File: src/rtl/f2h_sdram_arb_pkg.sv
// Shared types and defaults for the f2h_sdram0 two-requester read arbiter.
package f2h_sdram_arb_pkg;

    localparam int unsigned ADDR_W_DEF  = 29;
    localparam int unsigned DATA_W_DEF  = 64;
    localparam int unsigned BURST_W_DEF = 8;

    // Requester indices as stored in the owner / last_owner registers
    localparam logic REQ_M0 = 1'b0;
    localparam logic REQ_M1 = 1'b1;

    typedef enum logic [1:0] {
        ST_IDLE = 2'd0,
        ST_CMD  = 2'd1,
        ST_DATA = 2'd2
    } arb_state_e;

endpackage

File: src/rtl/f2h_sdram_read_arbiter.sv
// Round-robin arbiter giving two read masters whole-burst ownership of the
// HPS f2h_sdram0 Avalon-MM read port; returned beats are steered to the owner.
module f2h_sdram_read_arbiter
    import f2h_sdram_arb_pkg::*;
#(
    parameter int unsigned ADDR_W  = ADDR_W_DEF,
    parameter int unsigned DATA_W  = DATA_W_DEF,
    parameter int unsigned BURST_W = BURST_W_DEF
) (
    input  logic               clk,
    input  logic               rst,

    input  logic [ADDR_W-1:0]  m0_address,
    input  logic [BURST_W-1:0] m0_burstcount,
    input  logic               m0_read,
    output logic               m0_waitrequest,
    output logic [DATA_W-1:0]  m0_readdata,
    output logic               m0_readdatavalid,

    input  logic [ADDR_W-1:0]  m1_address,
    input  logic [BURST_W-1:0] m1_burstcount,
    input  logic               m1_read,
    output logic               m1_waitrequest,
    output logic [DATA_W-1:0]  m1_readdata,
    output logic               m1_readdatavalid,

    output logic [ADDR_W-1:0]  sdram_address,
    output logic [BURST_W-1:0] sdram_burstcount,
    output logic               sdram_read,
    input  logic               sdram_waitrequest,
    input  logic [DATA_W-1:0]  sdram_readdata,
    input  logic               sdram_readdatavalid,

    output logic [1:0]         grant,
    output logic               err
);

    arb_state_e         state;
    logic               owner;
    logic               last_owner;
    logic [BURST_W-1:0] beat_cnt;

    logic [ADDR_W-1:0]  own_addr;
    logic [BURST_W-1:0] own_bc;
    logic               in_cmd;
    logic               in_data;
    logic               bc_zero;
    logic               fwd;
    logic               accept;
    logic               own_wait;
    logic               stray;
    logic               winner;

    // Owner command mux and handshake qualifiers
    always_comb begin
        own_addr = (owner == REQ_M1) ? m1_address    : m0_address;
        own_bc   = (owner == REQ_M1) ? m1_burstcount : m0_burstcount;
        in_cmd   = (state == ST_CMD);
        in_data  = (state == ST_DATA);
        bc_zero  = (own_bc == '0);
        fwd      = in_cmd && !bc_zero;
        accept   = fwd && !sdram_waitrequest;
        // A zero-length command is swallowed locally, so it is never stalled
        own_wait = bc_zero ? 1'b0 : sdram_waitrequest;
        stray    = sdram_readdatavalid && !in_data;
        // Tie goes to whoever did not own the port last; otherwise the lone requester
        winner   = (m0_read && m1_read) ? !last_owner : !m0_read;
    end

    // HPS-facing command: live only while a command is pending
    always_comb begin
        sdram_read       = fwd;
        sdram_address    = in_cmd ? own_addr : '0;
        sdram_burstcount = in_cmd ? own_bc   : '0;
    end

    // Requester-facing handshake and data steering; non-owner always stalled
    always_comb begin
        m0_waitrequest   = !(in_cmd && owner == REQ_M0) || own_wait;
        m1_waitrequest   = !(in_cmd && owner == REQ_M1) || own_wait;
        m0_readdatavalid = in_data && (owner == REQ_M0) && sdram_readdatavalid;
        m1_readdatavalid = in_data && (owner == REQ_M1) && sdram_readdatavalid;
        m0_readdata      = sdram_readdata;
        m1_readdata      = sdram_readdata;
    end

    // Burst ownership FSM with registered grant and error pulse
    always_ff @(posedge clk) begin
        if (rst) begin
            state      <= ST_IDLE;
            owner      <= REQ_M0;
            last_owner <= REQ_M1;
            beat_cnt   <= '0;
            grant      <= 2'b00;
            err        <= 1'b0;
        end else begin
            err <= stray || (in_cmd && bc_zero);
            case (state)
                ST_IDLE: begin
                    if (m0_read || m1_read) begin
                        owner <= winner;
                        grant <= (winner == REQ_M1) ? 2'b10 : 2'b01;
                        state <= ST_CMD;
                    end
                end
                ST_CMD: begin
                    if (bc_zero) begin
                        last_owner <= owner;
                        grant      <= 2'b00;
                        state      <= ST_IDLE;
                    end else if (accept) begin
                        beat_cnt <= own_bc;
                        state    <= ST_DATA;
                    end
                end
                ST_DATA: begin
                    if (sdram_readdatavalid) begin
                        beat_cnt <= beat_cnt - BURST_W'(1);
                        if (beat_cnt == BURST_W'(1)) begin
                            last_owner <= owner;
                            grant      <= 2'b00;
                            state      <= ST_IDLE;
                        end
                    end
                end
                default: begin
                    grant <= 2'b00;
                    state <= ST_IDLE;
                end
            endcase
        end
    end

endmodule

File: config.mk
export PLATFORM = sky130hd
export DESIGN_NAME = f2h_sdram_read_arbiter
export DESIGN_NICKNAME = d
export VERILOG_FILES = /design/src/rtl/f2h_sdram_arb_pkg.sv /design/src/rtl/f2h_sdram_read_arbiter.sv
export SDC_FILE = /design/constraint.sdc
export NUM_CORES = 1
export LEC_CHECK = 0
export CORE_AREA = 2 2 122 124
export CTS_CLUSTER_DIAMETER = 50
export DETAILED_ROUTE_END_ITERATION = 8
export DIE_AREA = 0 0 124 126
export PLACE_DENSITY = 0.65
export SYNTH_ARGS = -nofsm -noshare
export SYNTH_HDL_FRONTEND = slang
export SYNTH_SLANG_ARGS = --single-unit
export TNS_END_PERCENT = 1
File: constraint.sdc
create_clock -name clk -period 2.1 [get_ports clk]
set_clock_uncertainty 0.05 [all_clocks]
set_input_delay 0.42 -clock clk [delete_from_list [all_inputs] [get_ports clk]]
set_output_delay 0.42 -clock clk [all_outputs]
set_load 0.005 [all_outputs]
Fig. 1: pin placement
Pins as bars across the die edge, other pins in grey.
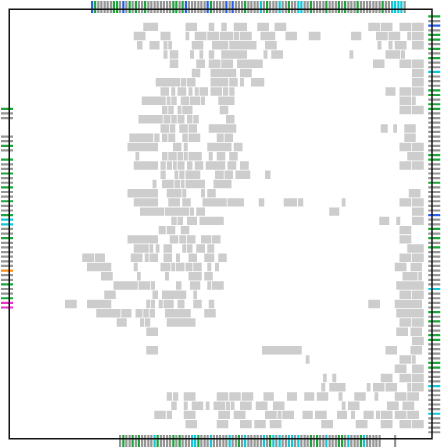
[cyan] sdram_address | pins: 29 | direction: output | edge: 15 bottom, 8 top, 4 right, 2 left
[blue] m0_burstcount | pins: 8 | direction: input | edge: 6 top, 2 right
[green] m0_readdata | pins: 64 | direction: output | edge: 21 right, 19 top, 14 bottom, 10 left
[orange] err | pins: 1 | direction: output | edge: left
[magenta] grant | pins: 2 | direction: output | edge: left
PortBufs: 124
Die X-Extent: 124 um
Chip Height: 126 um

Fig. 2: routed metal, one colour a layer
Scale bar: 20 um.
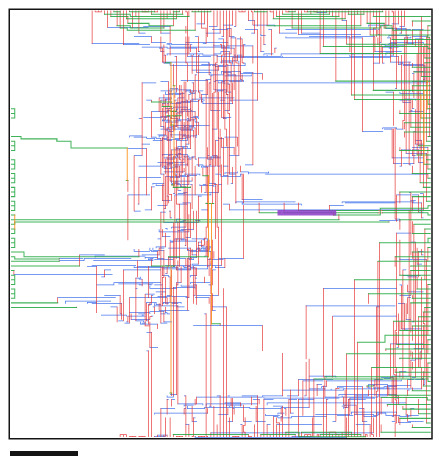
[green] metal 3 | wire length: 1740 um
[red] metal 2 | wire length: 4830 um
[blue] metal 1 | wire length: 2950 um
[orange] metal 4 | wire length: 195 um
[purple] metal 5 | wire length: 15.6 um
wire per inst: 17.7 um
Via Count: 2271

Fig. 3: nets reached from selected ports
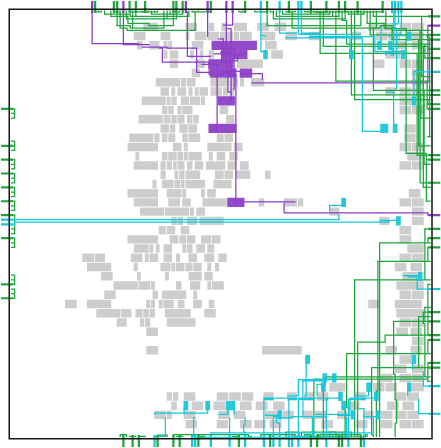
[cyan] sdram_address | bits: 29 | direction: output | edge: 15 bottom, 8 top, 4 right, 2 left | end cells: 29 | buffers: 29 | wire: 898 um
[purple] m0_burstcount | bits: 8 | direction: input | edge: 6 top, 2 right | end cells: 10 | buffers: 9 | wire: 441 um
[green] m0_readdata | bits: 64 | direction: output | edge: 21 right, 19 top, 14 bottom, 10 left | end cells: 0 | buffers: 0 | wire: 1860 um
io pins: 317

Fig. 4: routed clock nets over the placement
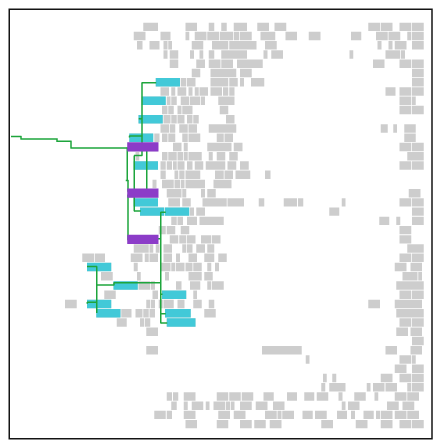
[purple] clock drivers | count: 3
[cyan] flip-flops | count: 15
[green] clock wires | length: 220 um
routed clock nets: 4
clock-net power: 0.361 mW
Latency at later pin: 0.24 ns
clock power share: 0.245

==> changes_impl.md <==
### Physical design

- Worst hold path depth: 1
- LEAKAGE: 1.40 nW
- Routing usage on met1: 0.0981
- CTS H-tree lvls: 1
- Clock buf/inv share: 0.0227
- Net count after synthesis: 489
- P_seq: 0.343 mW
- CP endpoint kind: primary output
- Final weighted congestion in routability-driven placement: 0.770
- Cell internal pwr: 1.01 mW
- DRT antenna net count: 0
- Stages on worst setup path: 4
- Fin area: 0.00347 mm2
- Main power group: combinational logic
- R2r startpoint: state[1]
- Inverters: 6
- Logic power comb: 0.769 mW
- Drt pass-1 iters: 4
- Crit path launch type: register
- Yosys Chip Area: 0.00251 mm2
- Final setup viols: 14
- Metal3 WL: 1740 um
- Registers, synthesis: 15
- Max FFs per register: 8
- Leading area contributor after synthesis: buf_4
- Die area: 0.0156 mm2
- First-pass GRT wire length: 13500 um
- Crit share post-route: 1.02
- Met2 GRT Util: 0.211
- CTS max path bufs: 2
- Max-Cap Viols: 0
- Met2 routed WL: 4830 um
- Seq. cell area: 305 um2
- Comb area leader: buffers and inverters
- Slew Viols, Final: 0
- Flops: 15
- Yosys warning tally: 0
- Post-route setup slack: -0.0324 ns
- Total CTS buffers: 3
- # Cells Yosys: 343
- Failing checks: setup timing
- Largest stage delay on the critical path: 0.46 ns
- Number of synthesized flops with an enable pin: 0
- Max-area cell share: 0.385
- Clock root cell: clkbuf_16
- Crit path DAT: 1.66 ns
- Via/cell ratio: 4.14
- Tapcells: 184
- VDD IR max: 0.227 mV
- Tot GR Track Use: 0.115
- Most frequent cells after synthesis: buf_4 (129), nor2_1 (58), mux2i_1 (40), dfxtp_1 (15), a21oi_1 (11)
- CTS tree: built
- Clk_buf instances: 4
- Pre-CTS WS: -0.861 ns
- Actual slew at the worst max-slew pin: 0.559 ns
- CP max FO: 12
- Syn Area/Cell: 7.33 um2
- Number of global-route vias before repair: 2412
- Most frequent cells in the layout: clkdlybuf4s50_1 (88), nor2_1 (57), buf_4 (33), mux2i_1 (29)
- Std-Cell Rows: 44
- Synth Area in XOR/XNOR: 0
- Final instance count without filler cells: 549
- Clock Sinks: 15
- Top cells by area: buf_4 (39%), mux2i_1 (16%), dfxtp_1 (12%)
- Multi-input gate count: 178
- Status: finished, violations left
- Worst endpoint required time: 1.63 ns
- Register area share after synthesis: 0.119
- Complex Gates by Area: 0.109
- Core Util at FP: 0.176
- Slowest CP cell: clkdlybuf4s50_1
- Most flops, register: beat_cnt
- Layout Nets: 512
- Setup slack, reg-to-reg: 0.22 ns
- Non-clock buffers, area share: 0.440
- Worst Setup SP: owner
- Cell total after placement: 537
- MI comb area: 0.00131 mm2
- Residual DRC count: 0
- Ys flop type: dfxtp_1
- Starting DRT DRC Count: 114
- Pin count of the biggest net entering global routing: 41
- Hold Startpoint: grant[1]
- Postcts setup bufs: 6
- Placed instance area: 0.00321 mm2
- Initial antenna violation count: 1
- Reg power frac: 0.233
- Psw: 0.464 mW
Power is estimated from default activity; no workload was simulated.
